==> config.mk <==
export PLATFORM = sky130hd
export DESIGN_NAME = serializer
export DESIGN_NICKNAME = d
export VERILOG_FILES = /design/src/rtl/ucie_serdes_pkg.sv /design/src/rtl/ser_hold_reg.sv /design/src/rtl/serializer.sv
export SDC_FILE = /design/constraint.sdc
export NUM_CORES = 1
export LEC_CHECK = 0
export CAP_MARGIN = 20
export CORE_UTILIZATION = 35
export CTS_CLUSTER_SIZE = 14
export DETAILED_ROUTE_END_ITERATION = 8
export PLACE_DENSITY = 0.55
export SYNTH_ARGS = -nofsm -noshare
export SYNTH_HDL_FRONTEND = slang
export SYNTH_SLANG_ARGS = --single-unit
==> constraint.sdc <==
create_clock -name CLK -period 3.7 [get_ports CLK]
set_clock_uncertainty 0.05 [all_clocks]
set_input_delay 0.555 -clock CLK [delete_from_list [all_inputs] [get_ports CLK]]
set_output_delay 0.555 -clock CLK [all_outputs]
set_load 0.01 [all_outputs]
==> src/rtl/ucie_serdes_pkg.sv <==
// Shared serializer/deserializer definitions: default frame width, counter
// sizing and the IDLE/SHIFT state type used on both sides of the link.
package ucie_serdes_pkg;

  localparam int SERDES_DATA_WIDTH = 64;

  // A one-bit frame still needs a legal (non-zero) counter width.
  function automatic int cnt_width(input int width);
    return (width > 1) ? $clog2(width) : 1;
  endfunction

  localparam int SERDES_CNT_W = cnt_width(SERDES_DATA_WIDTH);

  typedef enum logic {
    ST_IDLE  = 1'b0,
    ST_SHIFT = 1'b1
  } serdes_state_e;

endpackage

==> src/rtl/ser_hold_reg.sv <==
// One-entry valid/ready holding register feeding the serializer shifter.
// Ready depends only on the full flag, so there is no valid->ready path.
module ser_hold_reg
  import ucie_serdes_pkg::*;
#(
  parameter int DATA_WIDTH = SERDES_DATA_WIDTH
) (
  input  logic                  clk_i,
  input  logic                  rst_i,
  input  logic [DATA_WIDTH-1:0] in_data_i,
  input  logic                  in_valid_i,
  output logic                  in_ready_o,
  input  logic                  drain_i,
  output logic                  full_o,
  output logic [DATA_WIDTH-1:0] data_o
);

  logic                  full_q;
  logic                  full_d;
  logic [DATA_WIDTH-1:0] data_q;
  logic [DATA_WIDTH-1:0] data_d;

  // Capture needs an empty entry and drain needs a full one, so they never
  // compete for the same edge in a way that could lose a word.
  always_comb begin
    full_d = full_q;
    data_d = data_q;
    if (drain_i) begin
      full_d = 1'b0;
    end else if (in_valid_i && !full_q) begin
      full_d = 1'b1;
      data_d = in_data_i;
    end else begin
      full_d = full_q;
    end
  end

  always_ff @(posedge clk_i) begin
    if (rst_i) begin
      full_q <= 1'b0;
      data_q <= '0;
    end else begin
      full_q <= full_d;
      data_q <= data_d;
    end
  end

  assign in_ready_o = ~full_q;
  assign full_o     = full_q;
  assign data_o     = data_q;

endmodule

==> src/rtl/serializer.sv <==
// Parallel-to-serial frame transmitter, LSB first. Frames run back to back
// whenever the holding register is refilled before the last bit goes out.
module serializer
  import ucie_serdes_pkg::*;
#(
  parameter int   DATA_WIDTH = SERDES_DATA_WIDTH,
  parameter logic IDLE_LEVEL = 1'b0
) (
  input  logic                  CLK,
  input  logic                  RST,
  input  logic [DATA_WIDTH-1:0] P_DATA,
  input  logic                  data_valid,
  output logic                  data_ready,
  output logic                  ser_out,
  output logic                  ser_valid,
  output logic                  frame_done
);

  localparam int               CNT_W    = cnt_width(DATA_WIDTH);
  localparam logic [CNT_W-1:0] LAST_CNT = CNT_W'(DATA_WIDTH - 1);

  serdes_state_e         state_q;
  serdes_state_e         state_d;
  logic [CNT_W-1:0]      cnt_q;
  logic [CNT_W-1:0]      cnt_d;
  logic [DATA_WIDTH-1:0] shift_q;
  logic [DATA_WIDTH-1:0] shift_d;
  logic                  load_s;
  logic                  hold_full_s;
  logic [DATA_WIDTH-1:0] hold_data_s;

  ser_hold_reg #(
    .DATA_WIDTH(DATA_WIDTH)
  ) u_hold (
    .clk_i      (CLK),
    .rst_i      (RST),
    .in_data_i  (P_DATA),
    .in_valid_i (data_valid),
    .in_ready_o (data_ready),
    .drain_i    (load_s),
    .full_o     (hold_full_s),
    .data_o     (hold_data_s)
  );

  // A new word is loaded either from IDLE or straight on the last bit, which
  // is what keeps consecutive frames gap-free.
  always_comb begin
    state_d = state_q;
    cnt_d   = cnt_q;
    shift_d = shift_q;
    load_s  = 1'b0;
    case (state_q)
      ST_IDLE: begin
        if (hold_full_s) begin
          load_s  = 1'b1;
          state_d = ST_SHIFT;
          cnt_d   = '0;
          shift_d = hold_data_s;
        end else begin
          state_d = ST_IDLE;
        end
      end
      ST_SHIFT: begin
        if (cnt_q == LAST_CNT) begin
          if (hold_full_s) begin
            load_s  = 1'b1;
            cnt_d   = '0;
            shift_d = hold_data_s;
          end else begin
            state_d = ST_IDLE;
            cnt_d   = '0;
            shift_d = '0;
          end
        end else begin
          cnt_d   = cnt_q + CNT_W'(1);
          shift_d = shift_q >> 1;
        end
      end
      default: begin
        state_d = ST_IDLE;
        cnt_d   = '0;
        shift_d = '0;
      end
    endcase
  end

  always_ff @(posedge CLK) begin
    if (RST) begin
      state_q <= ST_IDLE;
      cnt_q   <= '0;
      shift_q <= '0;
    end else begin
      state_q <= state_d;
      cnt_q   <= cnt_d;
      shift_q <= shift_d;
    end
  end

  // Outputs decode flops only; the idle level masks the stale shifter bit.
  assign ser_valid  = (state_q == ST_SHIFT);
  assign ser_out    = ser_valid ? shift_q[0] : IDLE_LEVEL;
  assign frame_done = ser_valid && (cnt_q == LAST_CNT);

endmodule

==> images/detail.png <==
Bar = 5 µm. Window x 61 to 81, y 89 to 109 µm. Cells in gray, sequential cells in the stronger gray; small squares are vias.
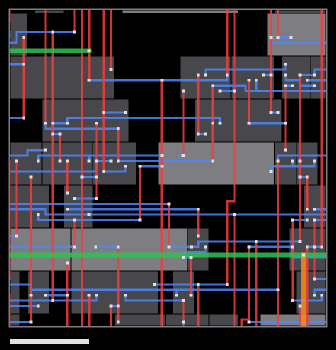
| color | layer |
|---|---|
| red | metal 2 |
| green | metal 3 |
| blue | metal 1 |
| orange | metal 4 |
cells with their middle in the window: 24
sequential cells in the window: 4
netlist names of flops here include: `shift_q` (4)
most frequent: nor2_1 (7), o22a_1 (4), dfxtp_1 (4)

==> images/logic_types.png <==
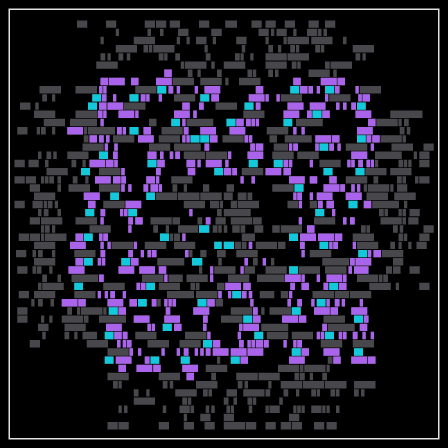
| color | family | cells |
|---|---|---|
| purple | NOR gates | 323 |
| cyan | AND-OR and OR-AND gates | 67 |

==> results.yml <==
# synthesis and place-and-route metrics
finish:
  syn2layout_area_growth_pct: 20.0
  drive_gt1_frac: 0.124
  fillers: 1943
  design_area_um2: 8240
timing:
  fin_setup_tns_ns: 0
  rsz0062_at_grt: "no"
  fin_crit_sh: 0.774
  slew_headroom: 0.394
  finalSetupViolCount: 0
global_route:
  use_met2: 0.264
  grt_pass1_vias: 5424
  grt_max_degree: 109
  grt_remaining_overflow: 0
placed_design:
  hpwl_mm: 9.52
  io_buffers: 70
  dpl_cell_area_um2: 7690
synth:
  ys_warn_count: 0
  synth_cell_types: 34
  ys_seq_share: 0.397
  syn_nets: 890
  syn_area_per_cell_um2: 8.35
  synth_flops: 136
  top_cells_by_area: "dfxtp_1 (40%), nor4b_2 (13%), o22a_1 (8.0%)"
  ys_cells: 822
run_status:
  outcome: "finished clean"
clocking:
  cts_tree: "done"
  cts-htree-levels: 4
  cts.sinks: 136
  root_buffer: "clkbuf_16"
routing:
  ant_nets: 0
  drc_errors: 0
floorplanning:
  die_w_um: 142
  core_area_um2: 19000
  rows: 50
  die-area_um2: 20200
worst_setup_path:
  start_kind: "flip-flop"
  arrival_ns: 2.26
flow_run:
  drv_cap: 0
power_and_ir_drop:
  peakVddDrop_v: 0.000291
-- routing by layer --
metal  up-vias  wire length, µm
li1       2965                -
met1      2705             7960
met2        76             7210
met3        16              556
met4         0              181
met5         -                0
-- worst paths after layout --
check	depth (start not counted)	slack, ns	start	end
setup / recovery	3	0.84	ser_valid$_SDFF_PP0_	frame_done
hold / removal	2	0.41	u_hold.data_o[63]$_SDFFE_PP0P_	u_hold.data_o[63]$_SDFFE_PP0P_
setup reg to reg	6	1.24	cnt_q[0]$_SDFFE_PP0P_	shift_q[0]$_SDFFE_PP0P_
hold reg to reg	2	0.41	u_hold.data_o[63]$_SDFFE_PP0P_	u_hold.data_o[63]$_SDFFE_PP0P_
-- registers in the layout, summed over array words and instances, names as in the netlist --
register / count
shift_q: 64
u_hold.data_o: 64
ser_valid: 1
cnt_q: 6
u_hold.full_o: 1
-- cells in the mapped netlist, drive strengths merged (2+ instances only) --
library cell and instances:
nor3 64, a41oi 2, buf 28, nand2 133, nand3 4, nor2 134, dfxtp 136, o22a 63
a21oi 68, clkbuf 44, nor4b 62, nand2b 2, a311oi 3, nor3b 62, inv 4
-- stage by stage --
stage          setup slack, ns  total power [mW]  hold WS (ns)
2_1_floorplan             1.93              2.18         0.386
3_3_place_gp              1.28              2.37         0.400
3_5_place_dp              1.25              2.37         0.399
4_1_cts                  0.797              3.99         0.407
5_1_grt                  0.625              4.14         0.428
6_report                 0.836              3.93         0.407
-- layout by cell type (no fill, tap or decap), drive strengths merged --
master         netlist  layout
nor2b                1       1
nor3b               62      62
inv                  4       4
a311oi               3       3
or2                  1       1
o22ai                1       1
o22a                63      63
clkbuf              44      26
and2                 1       1
a41oi                2       2
nor2               134     134
dfxtp              136     136
a32o                 1       1
clkinv               0       2
o211ai               1       1
ha                   1       1
nand3                4       4
o31a                 1       1
o32a                 1       1
a21oi               68      68
o21a                 1       1
nand2b               2       2
buf                 28      14
nor4b               62      62
and3                 1       1
bufinv               0       1
o21bai               1       1
nand2              133     133
clkdlybuf4s50        0      69
mux2i                1       1
nor3                64      64
-- logic make-up (layout without fill, tap and decap cells) --
family,count (synthesis),in the layout,synth area share
compound gates,143,143,0.145
fa+ha+maj,1,1,0.00182
buf+inv,76,116,0.0525
flops,136,136,0.397
mux,1,1,0.00146
simple gates,465,465,0.402
-- final cells by class --
cell class,instances,area (µm²),share of cell area
Multi-Input combinational cell,610,3800,0.462
Sequential cell,136,2720,0.330
Timing Repair Buffer,83,825,0.100
Clock buffer,26,509,0.0618
Tap cell,260,325,0.0395
Clock inverter,3,40.0,0.00486
Inverter,4,15.0,0.00182
-- where the power goes --
group	internal (mW)	switching [mW]	leakage, nW
clock	1.00	0.598	0.272
sequential	1.60	0.0777	1.12
combinational	0.274	0.383	1.48
-- worst max-delay path: stages, from the launching register on --
cell	delay, ns
dfxtp_1	0.68
nand3_1	0.29
nor2_1	0.29
clkdlybuf4s50_1	0.59
Power and IR drop assume default switching activity.
